===== src/rtl/jtag_master_pkg.sv =====
// jtag_master_pkg
//   Shared types and constants for the JTAG initiator.
//   - op_e     : command opcodes presented on cmd_op
//   - state_e  : sequencer states of jtag_master (also exported on dbg_state)
//   - TMS_*    : fixed TMS lists, bit 0 is sent on the first TCK
//   - clamp_len: maps a requested shift length onto 1..max_bits
package jtag_master_pkg;

    typedef enum logic [1:0] {
        OP_TAP_RESET = 2'd0,
        OP_SHIFT_IR  = 2'd1,
        OP_SHIFT_DR  = 2'd2,
        OP_RUN_IDLE  = 2'd3
    } op_e;

    typedef enum logic [2:0] {
        S_IDLE  = 3'd0,
        S_HEAD  = 3'd1,
        S_SHIFT = 3'd2,
        S_TAIL  = 3'd3,
        S_RSP   = 3'd4
    } state_e;

    // Run-Test/Idle -> Select-DR -> Capture-DR -> Shift-DR
    localparam logic [2:0] TMS_DR_HDR  = 3'b001;
    // Run-Test/Idle -> Select-DR -> Select-IR -> Capture-IR -> Shift-IR
    localparam logic [3:0] TMS_IR_HDR  = 4'b0011;
    // Exit1 -> Update -> Run-Test/Idle
    localparam logic [1:0] TMS_TRAILER = 2'b01;
    // Five ones reach Test-Logic-Reset from anywhere, the final zero parks in Run-Test/Idle
    localparam logic [5:0] TMS_RESET   = 6'b011111;

    // A zero-length scan still shifts one bit; anything longer than the data
    // buses is cut to the bus width.
    function automatic logic [6:0] clamp_len(input logic [6:0] len, input int max_bits);
        if (len == 7'd0) begin
            return 7'd1;
        end
        if (int'(len) > max_bits) begin
            return 7'(max_bits);
        end
        return len;
    endfunction

endpackage


===== src/rtl/jtag_tck_gen.sv =====
// jtag_tck_gen
//   TCK divider. While en is high, TCK runs with CLK_DIV sys_clock cycles
//   per half-period, low phase first. rise/fall are single-cycle strobes
//   asserted on the last sys_clock cycle of the low/high phase, i.e. on the
//   cycle whose closing edge makes TCK rise/fall. With en low the divider is
//   cleared and TCK is held low, so the next enable starts a fresh low phase.
// Ports:
//   sys_clock, reset : clock, async active-high reset
//   en               : run the divider
//   tck              : registered TCK (doubles as the phase flag)
//   rise, fall       : phase-end strobes
module jtag_tck_gen #(
    parameter int CLK_DIV = 4
) (
    input  logic sys_clock,
    input  logic reset,
    input  logic en,
    output logic tck,
    output logic rise,
    output logic fall
);

    localparam int              CW   = (CLK_DIV > 1) ? $clog2(CLK_DIV) : 1;
    localparam logic [CW-1:0]   LAST = CW'(CLK_DIV - 1);

    logic [CW-1:0] cnt;
    logic          at_end;

    assign at_end = (cnt == LAST);
    assign rise   = en && !tck && at_end;
    assign fall   = en &&  tck && at_end;

    always_ff @(posedge sys_clock or posedge reset) begin
        if (reset) begin
            cnt <= '0;
            tck <= 1'b0;
        end else if (!en) begin
            cnt <= '0;
            tck <= 1'b0;
        end else if (at_end) begin
            cnt <= '0;
            tck <= ~tck;
        end else begin
            cnt <= cnt + 1'b1;
        end
    end

endmodule


===== src/rtl/jtag_master.sv =====
// jtag_master
//   Command-driven JTAG initiator. Each command walks the target TAP from
//   Run-Test/Idle back to Run-Test/Idle (TAP_RESET works from any state) and
//   returns the TDO bits captured during the shift.
// Ports:
//   sys_clock, reset          : clock, async active-high reset
//   cmd_valid/cmd_ready       : command handshake
//   cmd_op, cmd_len, cmd_data : opcode, length, TDI bits (LSB first)
//   rsp_valid/rsp_ready       : response handshake
//   rsp_data                  : captured TDO bits (LSB first), zero above L
//   jtag_tck/tms/tdi/tdo      : JTAG pins
//   dbg_state                 : current sequencer state (state_e encoding)
//
// Handshakes: a transfer happens on a sys_clock edge where valid && ready are
// both high. The producer holds valid and payload until that edge; the
// consumer may hold ready low indefinitely. cmd_ready is high only in S_IDLE;
// rsp_valid is high only in S_RSP with rsp_data frozen until the transfer.
module jtag_master
    import jtag_master_pkg::*;
#(
    parameter int CLK_DIV  = 4,
    parameter int MAX_BITS = 64
) (
    input  logic                sys_clock,
    input  logic                reset,
    input  logic                cmd_valid,
    output logic                cmd_ready,
    input  logic [1:0]          cmd_op,
    input  logic [6:0]          cmd_len,
    input  logic [MAX_BITS-1:0] cmd_data,
    output logic                rsp_valid,
    input  logic                rsp_ready,
    output logic [MAX_BITS-1:0] rsp_data,
    output logic                jtag_tck,
    output logic                jtag_tms,
    output logic                jtag_tdi,
    input  logic                jtag_tdo,
    output logic [2:0]          dbg_state
);

    state_e              state;
    logic [5:0]          tms_sr;     // remaining TMS bits of the current head/tail list
    logic [6:0]          tck_left;   // TCKs left in the current state, counting the one in progress
    logic [6:0]          shift_len;  // clamped shift length
    logic [MAX_BITS-1:0] data_sr;    // TDI bits, bit 0 is the one on the pin
    logic [MAX_BITS-1:0] cap_mask;   // one-hot position for the next captured TDO bit

    logic tck_en;
    logic tck_rise;
    logic tck_fall;

    assign tck_en    = (state == S_HEAD) || (state == S_SHIFT) || (state == S_TAIL);
    assign dbg_state = state;

    jtag_tck_gen #(
        .CLK_DIV (CLK_DIV)
    ) u_tck_gen (
        .sys_clock (sys_clock),
        .reset     (reset),
        .en        (tck_en),
        .tck       (jtag_tck),
        .rise      (tck_rise),
        .fall      (tck_fall)
    );

    // TMS/TDI for a TCK are loaded on the edge that starts its low phase:
    // the accept edge for the first TCK, the falling edge for all others.
    // TDO is captured on the edge that raises TCK, i.e. the value the target
    // drove after the previous falling edge.
    always_ff @(posedge sys_clock or posedge reset) begin
        if (reset) begin
            state     <= S_IDLE;
            cmd_ready <= 1'b1;
            rsp_valid <= 1'b0;
            rsp_data  <= '0;
            jtag_tms  <= 1'b1;
            jtag_tdi  <= 1'b0;
            tms_sr    <= '0;
            tck_left  <= '0;
            shift_len <= '0;
            data_sr   <= '0;
            cap_mask  <= '0;
        end else begin
            case (state)
                S_IDLE: begin
                    if (cmd_valid) begin
                        cmd_ready <= 1'b0;
                        rsp_data  <= '0;
                        jtag_tdi  <= 1'b0;
                        data_sr   <= cmd_data;
                        shift_len <= clamp_len(cmd_len, MAX_BITS);
                        case (op_e'(cmd_op))
                            OP_TAP_RESET: begin
                                state    <= S_TAIL;
                                jtag_tms <= TMS_RESET[0];
                                tms_sr   <= 6'(TMS_RESET) >> 1;
                                tck_left <= 7'd6;
                            end
                            OP_SHIFT_IR: begin
                                state    <= S_HEAD;
                                jtag_tms <= TMS_IR_HDR[0];
                                tms_sr   <= 6'(TMS_IR_HDR) >> 1;
                                tck_left <= 7'd4;
                            end
                            OP_SHIFT_DR: begin
                                state    <= S_HEAD;
                                jtag_tms <= TMS_DR_HDR[0];
                                tms_sr   <= 6'(TMS_DR_HDR) >> 1;
                                tck_left <= 7'd3;
                            end
                            OP_RUN_IDLE: begin
                                tms_sr   <= '0;
                                tck_left <= cmd_len;
                                if (cmd_len == 7'd0) begin
                                    // nothing to clock: answer immediately, TMS untouched
                                    state     <= S_RSP;
                                    rsp_valid <= 1'b1;
                                end else begin
                                    state    <= S_TAIL;
                                    jtag_tms <= 1'b0;
                                end
                            end
                            default: state <= S_IDLE;
                        endcase
                    end
                end

                S_HEAD: begin
                    if (tck_fall) begin
                        if (tck_left == 7'd1) begin
                            state    <= S_SHIFT;
                            tck_left <= shift_len;
                            cap_mask <= MAX_BITS'(1);
                            jtag_tms <= (shift_len == 7'd1);
                            jtag_tdi <= data_sr[0];
                        end else begin
                            tck_left <= tck_left - 7'd1;
                            jtag_tms <= tms_sr[0];
                            tms_sr   <= tms_sr >> 1;
                        end
                    end
                end

                S_SHIFT: begin
                    if (tck_rise) begin
                        if (jtag_tdo) begin
                            rsp_data <= rsp_data | cap_mask;
                        end
                        cap_mask <= cap_mask << 1;
                    end
                    if (tck_fall) begin
                        if (tck_left == 7'd1) begin
                            state    <= S_TAIL;
                            tck_left <= 7'd2;
                            jtag_tms <= TMS_TRAILER[0];
                            tms_sr   <= 6'(TMS_TRAILER) >> 1;
                            jtag_tdi <= 1'b0;
                        end else begin
                            tck_left <= tck_left - 7'd1;
                            // the bit about to go out is the last one: leave Shift on it
                            jtag_tms <= (tck_left == 7'd2);
                            jtag_tdi <= data_sr[1];
                            data_sr  <= data_sr >> 1;
                        end
                    end
                end

                S_TAIL: begin
                    if (tck_fall) begin
                        if (tck_left == 7'd1) begin
                            // every list ends with TMS=0, which stays on the pin while idle
                            state     <= S_RSP;
                            rsp_valid <= 1'b1;
                        end else begin
                            tck_left <= tck_left - 7'd1;
                            jtag_tms <= tms_sr[0];
                            tms_sr   <= tms_sr >> 1;
                        end
                    end
                end

                S_RSP: begin
                    if (rsp_ready) begin
                        state     <= S_IDLE;
                        rsp_valid <= 1'b0;
                        cmd_ready <= 1'b1;
                    end
                end

                default: begin
                    state     <= S_IDLE;
                    cmd_ready <= 1'b1;
                    rsp_valid <= 1'b0;
                end
            endcase
        end
    end

endmodule


===== config.mk =====
export PLATFORM = sky130hd
export DESIGN_NAME = jtag_master
export DESIGN_NICKNAME = d
export VERILOG_FILES = /design/src/rtl/jtag_master_pkg.sv /design/src/rtl/jtag_tck_gen.sv /design/src/rtl/jtag_master.sv
export SDC_FILE = /design/constraint.sdc
export NUM_CORES = 1
export LEC_CHECK = 0
export ABC_AREA = 1
export CAP_MARGIN = 20
export CORE_MARGIN = 10
export CORE_UTILIZATION = 25
export DETAILED_ROUTE_END_ITERATION = 10
export PLACE_DENSITY = 0.49
export SYNTH_ARGS = -nofsm -noshare
export SYNTH_HDL_FRONTEND = slang
export SYNTH_SLANG_ARGS = --single-unit

===== constraint.sdc =====
create_clock -name sys_clock -period 9.2 [get_ports sys_clock]
set_input_delay 1.84 -clock sys_clock [delete_from_list [all_inputs] [get_ports sys_clock]]
set_output_delay 1.84 -clock sys_clock [all_outputs]
set_load 0.005 [all_outputs]

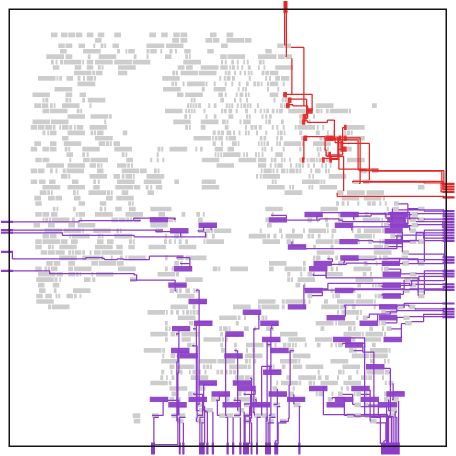
Run 1: I/O nets highlighted
(2 px per µm)
- cmd_len: red (direction input; edge 5 right, 2 top; end cells 19; buffers 7; wire 700 µm)
- rsp_data: purple (direction output; edge 33 bottom, 26 right, 5 left; end cells 64; buffers 64; wire 3420 µm)
number of top-level pins: 150
PortBufs: 149

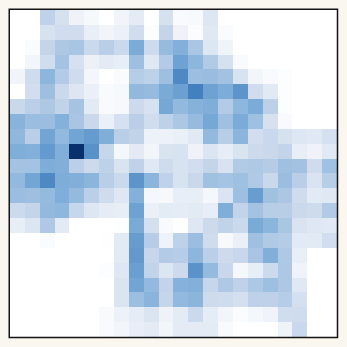
Run 1: wire density map
(1.5 px per µm) 22 x 22 tiles, from white (low) to dark blue (high), scaled to the fullest tile. Values are wire area over tile area, all layers added.
- densest ninth of the die: middle left
- emptiest ninth of the die: lower left
- nearly empty tiles: 25%
- fullest tile: 0.45
- tiles over half the peak: 5.0%
- mean over tiles: 0.090
average wire length per cell after detail routing: 15.3 µm
routed wire length: 26.2 mm

==> CHANGELOG.md, run 1 <==
### Changed

- Most instantiated logic cell after routing: sky130_fd_sc_hd__dfrtp_1
- Count of cells resized by post-cts repair: 0
- Share of cell area taken by muxes after synthesis: 0.0634
- Width of the die: 218 µm
- Worst hold margin: 0.437 ns
- Max-cap viol count: 0
- Setup TNS: 0 ns
- Fraction of area in multi-input gates: 0.284
- Hpwl dp: 17.3 mm
- Vias after detailed routing: 7501
- Number of cells in the design after placement: 1661
- Area delta synth->final: 29.5%
- Area of all placed cells without fillers: 12700 µm²
- Buffer count from post-CTS setup fixing: 0
- Yosys top cell area share: 0.558
- Power share of the clock group: 0.502
- Height of the die: 218 µm
- Worst IR drop on VDD: 0.119 mV
- Maximum cell stage delay along the critical path: 0.65 ns
- Top flop regs: cap_mask x64, data_sr x64, rsp_data x64
- Maximum fanout along the worst path: 71
- Reg-to-reg critical path endpoint: cap_mask[38]$_DFFE_PP0P_
- Number of stages on the worst setup path: 8
- Latency at later pin: 0.55 ns
- Capture point of the worst path: rsp_data[7]$_DFFE_PP0P_
- Number of instances in the synthesized netlist: 1040
- HP Start: u_tck_gen.cnt[0]$_DFF_PP0_
- Layout buffering overhead excluding clock cells: 0.124
- Crit Path Class: input port to flip-flop
- Total number of placement rows: 72
- Cell total in the yosys stat output: 1040
- Iter 0 DRT Violations: 423
- Wire length on met3: 2.07 mm
- Fraction of the mapped netlist area in compound gates: 0.135
- Run status: complete, no violations
- Number of clock buffers in the layout: 40
- #MultiIn Comb: 658
- Total overflow reported by the global router: 0
- Multi-input gate area: 3600 µm²
- Clock period minus worst slack: 3.72 ns
- Xor+xnor area frac: 0.00358
- Power of the sequential group: 993 µW
- Maximum level of the CTS H-tree: 1
- Clock transition at path regs: 0.06 ns
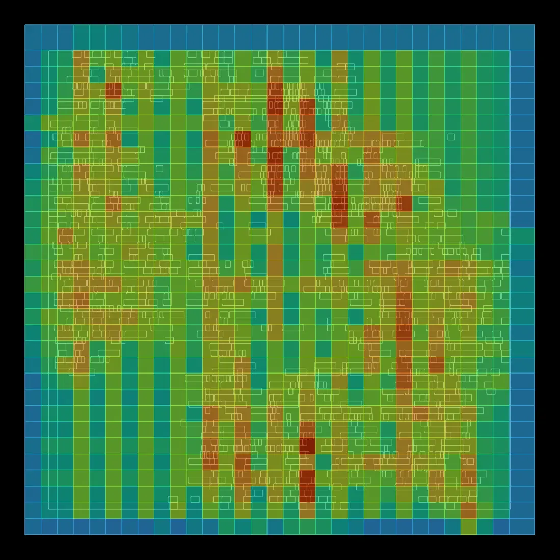
Run 1: routing congestion map
final cell utilization of the core: 0.328
met2 usage in global routing: 0.161

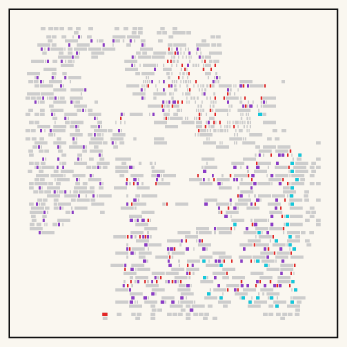
Run 1: gate families picked out
(1.5 px per µm)
- aoi and oai cells: purple (cells 191; where all over the die)
- non-inverting ao/oa cells: cyan (cells 31)
- inv cells: red (cells 106)

==> run 1 -> run 2 <==
- clock period: 9.2 -> 3.7 ns (I/O delays scaled with it)
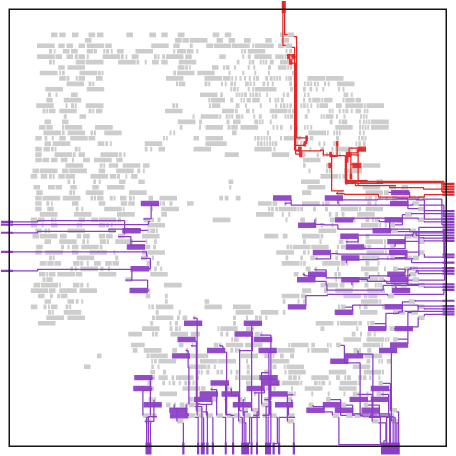
Run 2: I/O nets highlighted
(2 px per µm)
- rsp_data: purple (direction output; edge 33 bottom, 26 right, 5 left; end cells 64; buffers 64; wire 3070 µm)
- cmd_len: red (direction input; edge 5 right, 2 top; end cells 19; buffers 7; wire 646 µm)

==> run 2 against run 1 <==
Compared with the run above:
- combinational power grew to 2.5 times the previous value
- cell count barely moved
- largest cell class unchanged
- worst hold slack got worse by 0.0063 ns
- first-iteration DRC count fell by 25%
- sequential power up 150%
- utilization increased by 0.17 points
- highest routed layer unchanged
- design area up 0.50%
- critical path type is now flip-flop to flip-flop
==> CHANGELOG.md, run 2 <==
### Changed

- Proportion of cell area spent on the clock network: 0.0730
- Yosys top cell area share: 0.558 (unchanged)
- Total overflow reported by the global router: 0 (unchanged)
- Run status: complete, no violations
- Worst IR drop on VDD: 0.287 mV (+140%)
- Final cell utilization of the core: 0.329 (+0.00165)
- Power share of the clock group: 0.498 (-0.004)
- Number of cells in the design after placement: 1661 (unchanged)
- Crit Path Class: flip-flop to flip-flop
- Reg-to-reg critical path endpoint: data_sr[48]$_DFFE_PP0P_
- Capture point of the worst path: data_sr[48]$_DFFE_PP0P_
- Number of top-level pins: 150 (unchanged)
- Number of clock buffers in the layout: 40 (unchanged)
- Hpwl dp: 17.2 mm (-0.48%)
- Worst hold margin: 0.430 ns (-0.00628 ns)
- Worst Slack Setup Final: 1.20 ns
- Top flop regs: cap_mask x64, data_sr x64, rsp_data x64
- HP Start: u_tck_gen.cnt[0]$_DFF_PP0_
- Count of cells resized by post-cts repair: 0 (unchanged)
- Maximum level of the CTS H-tree: 1 (unchanged)
- Fraction of the mapped netlist area in compound gates: 0.135 (unchanged)
- Setup TNS: 0 ns (unchanged)
- Iter 0 DRT Violations: 316 (-25%)
- Max clock buf depth: 3
- Xor+xnor area frac: 0.00358 (unchanged)
- Vias after detailed routing: 7509 (+0.11%)
- Maximum fanout along the worst path: 128 (+80%)
- Area of all placed cells without fillers: 12700 µm² (+0.50%)
- Number of stages on the worst setup path: 9 (+1)
- Multi-input gate area: 3600 µm² (unchanged)
- Wire length on met3: 2.21 mm (+6.8%)
- PortBufs: 149 (unchanged)
- Met2 usage in global routing: 0.160 (-0.00176)
- Area delta synth->final: 30.2%
- Total number of placement rows: 72 (unchanged)
- Layout buffering overhead excluding clock cells: 0.129 (+0.00528)
- Unique cell type count in the Yosys netlist: 33
- Number of instances in the synthesized netlist: 1040 (unchanged)
- Max-cap viol count: 0 (unchanged)
- Power of the sequential group: 2470 µW (+150%)
- DR top layer: met5
- Share of cell area taken by muxes after synthesis: 0.0634 (unchanged)
- Width of the die: 218 µm (unchanged)
- Routed wire length: 25.8 mm (-1.7%)
- Maximum cell stage delay along the critical path: 0.45 ns (-0.20 ns)
- Buffer count from post-CTS setup fixing: 0 (unchanged)
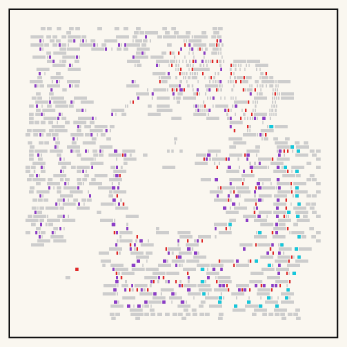
Run 2: gate families picked out
(1.5 px per µm)
- aoi and oai cells: purple (cells 191; where all over the die)
- non-inverting ao/oa cells: cyan (cells 31)
- inv cells: red (cells 106)

Power figures rest on the tool's default switching activity, not on a simulated workload.
